==> config.mk <==
export PLATFORM = sky130hd
export DESIGN_NAME = div_ctrl
export DESIGN_NICKNAME = d
export VERILOG_FILES = /design/src/rtl/div_ctrl.sv
export SDC_FILE = /design/constraint.sdc
export NUM_CORES = 1
export LEC_CHECK = 0
export ABC_CLOCK_PERIOD_IN_PS = 1700
export CORE_AREA = 4 4 41 43
export CTS_CLUSTER_DIAMETER = 30
export DETAILED_ROUTE_END_ITERATION = 8
export DIE_AREA = 0 0 45 47
export GPL_TIMING_DRIVEN = 0
export SYNTH_ARGS = -nofsm -noshare
export SYNTH_HDL_FRONTEND = slang
export SYNTH_SLANG_ARGS = --single-unit
==> constraint.sdc <==
create_clock -name clk -period 1.7 [get_ports clk]
set_input_delay 0.255 -clock clk [delete_from_list [all_inputs] [get_ports clk]]
set_output_delay 0.255 -clock clk [all_outputs]
set_load 0.005 [all_outputs]
==> src/rtl/div_ctrl.sv <==
`default_nettype none
// ============================================================================
// Module      : div_ctrl
// Description : Control unit for a 10-bit / 5-bit restoring divider.
//               Issues load/shift/subtract strobes to an external datapath.
//               The datapath holds the W register ({remainder, quotient}),
//               the divisor register and an iteration counter.
//               Each division runs five SHIFT/SUB pairs.
//               The controller flags divide-by-zero and quotient overflow
//               before it starts iterating.
// Ports       : clk, rst            - clock, synchronous active-high reset
//               start               - division request (honoured in IDLE)
//               ov, divbyzero       - operand checks from the datapath
//               is_neg, co          - subtract sign, counter terminal count
//               muxsel..cnt_en      - datapath control strobes
//               busy, done          - status (done is a one-cycle pulse)
//               err_dz, err_ov      - error flags of the last operation
// Revision    : 1.0 - initial release
// ============================================================================
module div_ctrl (
    input  logic clk,
    input  logic rst,
    input  logic start,
    input  logic ov,
    input  logic divbyzero,
    input  logic is_neg,
    input  logic co,
    output logic muxsel,
    output logic ldw,
    output logic shw,
    output logic clrw,
    output logic ser_in,
    output logic setq0_to1,
    output logic add_sub_sel,
    output logic ldd,
    output logic clrd,
    output logic clrcnt,
    output logic cnt_en,
    output logic busy,
    output logic done,
    output logic err_dz,
    output logic err_ov
);

    typedef enum logic [2:0] {
        S_IDLE  = 3'd0,
        S_LOAD  = 3'd1,
        S_SHIFT = 3'd2,
        S_SUB   = 3'd3,
        S_DONE  = 3'd4,
        S_ERR   = 3'd5
    } state_t;

    state_t state_q, state_d;
    logic   err_dz_q, err_dz_d;
    logic   err_ov_q, err_ov_d;

    always_ff @(posedge clk) begin
        if (rst) begin
            state_q  <= S_IDLE;
            err_dz_q <= 1'b0;
            err_ov_q <= 1'b0;
        end else begin
            state_q  <= state_d;
            err_dz_q <= err_dz_d;
            err_ov_q <= err_ov_d;
        end
    end

    always_comb begin
        state_d     = state_q;
        err_dz_d    = err_dz_q;
        err_ov_d    = err_ov_q;
        muxsel      = 1'b0;
        ldw         = 1'b0;
        shw         = 1'b0;
        clrw        = 1'b0;
        ser_in      = 1'b0;
        setq0_to1   = 1'b0;
        add_sub_sel = 1'b0;
        ldd         = 1'b0;
        clrd        = 1'b0;
        clrcnt      = 1'b0;
        cnt_en      = 1'b0;
        busy        = 1'b0;
        done        = 1'b0;
        err_dz      = err_dz_q;
        err_ov      = err_ov_q;

        case (state_q)
            S_IDLE: begin
                if (start) begin
                    state_d = S_LOAD;
                    // Flags clear on entry so they already read 0 during LOAD.
                    err_dz_d = 1'b0;
                    err_ov_d = 1'b0;
                end
            end
            S_LOAD: begin
                muxsel = 1'b1;
                ldw    = 1'b1;
                ldd    = 1'b1;
                clrcnt = 1'b1;
                busy   = 1'b1;
                // Divide-by-zero outranks overflow, so at most one flag is set.
                if (divbyzero) begin
                    state_d  = S_ERR;
                    err_dz_d = 1'b1;
                end else if (ov) begin
                    state_d  = S_ERR;
                    err_ov_d = 1'b1;
                end else begin
                    state_d = S_SHIFT;
                end
            end
            S_SHIFT: begin
                shw     = 1'b1;
                busy    = 1'b1;
                state_d = S_SUB;
            end
            S_SUB: begin
                add_sub_sel = 1'b1;
                cnt_en      = 1'b1;
                busy        = 1'b1;
                // A non-negative difference commits the remainder and sets q0.
                // A negative one restores by leaving W untouched.
                if (!is_neg) begin
                    muxsel    = 1'b0;
                    ldw       = 1'b1;
                    setq0_to1 = 1'b1;
                end
                state_d = co ? S_DONE : S_SHIFT;
            end
            S_DONE: begin
                done    = 1'b1;
                state_d = S_IDLE;
            end
            S_ERR: begin
                done    = 1'b1;
                state_d = S_IDLE;
            end
            default: begin
                state_d = S_IDLE;
            end
        endcase

        // Reset overrides the state decode. The datapath is cleared and every
        // other strobe is held low, including the registered error flags.
        if (rst) begin
            state_d     = S_IDLE;
            err_dz_d    = 1'b0;
            err_ov_d    = 1'b0;
            muxsel      = 1'b0;
            ldw         = 1'b0;
            shw         = 1'b0;
            setq0_to1   = 1'b0;
            add_sub_sel = 1'b0;
            ldd         = 1'b0;
            cnt_en      = 1'b0;
            busy        = 1'b0;
            done        = 1'b0;
            err_dz      = 1'b0;
            err_ov      = 1'b0;
            clrw        = 1'b1;
            clrd        = 1'b1;
            clrcnt      = 1'b1;
        end
    end

endmodule
`default_nettype wire

==> run notes <==
- 1 — postcts setup bufs
- 8 x sky130_fd_sc_hd__nor2_1, 5 x sky130_fd_sc_hd__buf_4, 5 x sky130_fd_sc_hd__dfxtp_1, 3 x sky130_fd_sc_hd__nand2_1, 3 x sky130_fd_sc_hd__nor2b_1 — top cells by instance count after synthesis
- 348 um2 — summed standard-cell area reported by yosys
- 348 um2 — area of the mapped netlist
- 0 — number of antenna violations at the first check in global routing
- 1300 um2 — core box area
- 87 — post-route insts no fill
- 5 — CTS sink cnt
- 0.324 — yosys simple share
- met2 — busiest metal layer after global routing
- 0.106 mW — total net switching power
- 0.67 ns — slack of the worst reg-to-reg path
- sky130_fd_sc_hd__dfxtp_1 29%, sky130_fd_sc_hd__buf_4 11%, sky130_fd_sc_hd__nor2_1 8.6% — Top cells by area
- 357 — vias in the first global route
- 0.000499 V — maximum resistive drop on vdd
- 27 — Tool Warnings
- 0 — adder share
- err_dz_q — worst-case hold path end point
- 1 — H-tree levels
- 5 — number of synthesized register bits
- 23 — number of different library cells in the post-synthesis netlist
- 0 — final hold vios
- state_q[1] — Critical Path Start
- 2120 um2 — total die size
- 0 — Detail Route Antenna Nets
- 0.131 mW — power attributed to sequential cells
- 0.288 — fraction of synthesized cell area taken by the top area cell type
- 0.285 mW — internal power contribution
- finished, final reports clean — result of the run
- 874 um — Post-Route WL
- 1450 um — global-route wire length before repair
- 0.271 — switching portion of total power
- 0.267 — FP Core Util
- 20 — PortBufs
- clock — group drawing the most power
- 0.103 — met1 routing resource usage after global routing
- 354 um — M1 WL
==> sequential cells by signal, indices dropped and copies added (netlist names) <==
register  flops
state_q       3
err_dz_q      1
err_ov_q      1
==> cell type report <==
| cell class | count | area, um2 |
|---|---|---|
| Clock buffer | 3 | 22.5 |
| Inverter | 2 | 7.51 |
| Timing Repair Buffer | 22 | 224 |
| Buffer | 7 | 60.1 |
| Sequential cell | 5 | 105 |
| Tap cell | 15 | 18.8 |
| Clock inverter | 1 | 5.00 |
| Multi-Input combinational cell | 32 | 211 |
| Fill cell | 126 | 647 |
==> critical path, stage by stage, from the launching register on <==
cell and delay [ns]:
sky130_fd_sc_hd__dfxtp_2 0.35, sky130_fd_sc_hd__buf_6 0.15, sky130_fd_sc_hd__o21a_1 0.12, sky130_fd_sc_hd__clkdlybuf4s50_1 0.49
Figure 1. Placement by cell class.
Fill, decap, tap and diode cells in gray.
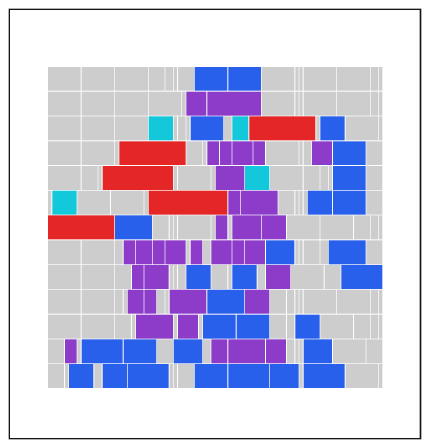
class	color	cells
clock drivers and dummy loads	cyan	4
registers	red	5
remaining logic cells	purple	34
remaining buffers and delay cells	blue	29
core utilization of the finished layout: 0.503
share of the final layout cell area in sequential cells: 0.161

Figure 2. Drive-strength map.
The bar under the picture is 10 um long.
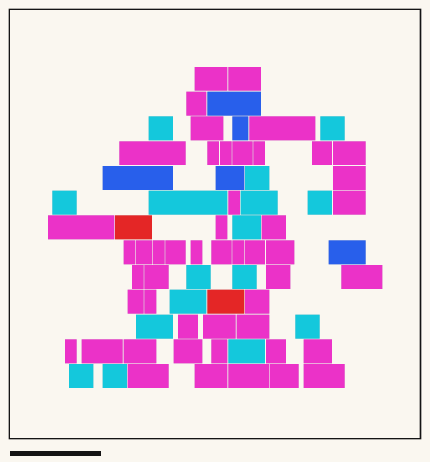
size	color	cells
x1 and smaller	magenta	49
x2	blue	5
x6 and larger	red	2
x3 and x4	cyan	16
Post-Layout Inst Area: 654 um2
area growth from synthesis to final layout: 88.1%

Figure 3. Clock network drawn from the DEF.
The bar under the picture is 10 um long.
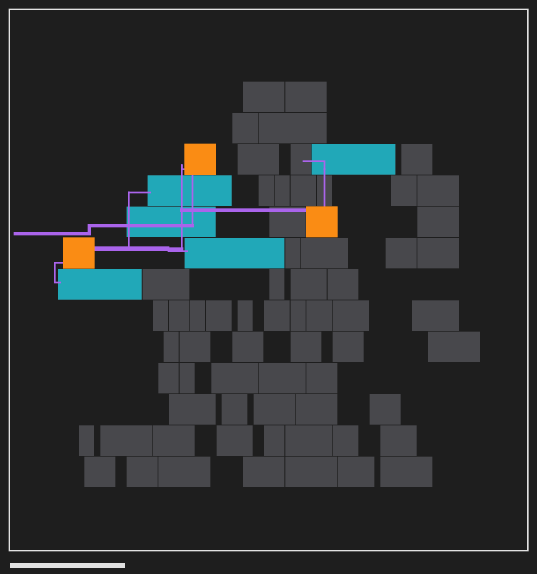
[clock-net drivers] orange | count: 3
[clock wires] purple | length: 79.2 um
[flip-flops] cyan | count: 5
routed clock nets	4
Clock Skews: 0.00330 ns
Clock net power: 0.136 mW
insertion delay of the later-clocked pin in the worst-skew pair: 0.24 ns

Power and IR drop assume default switching activity.
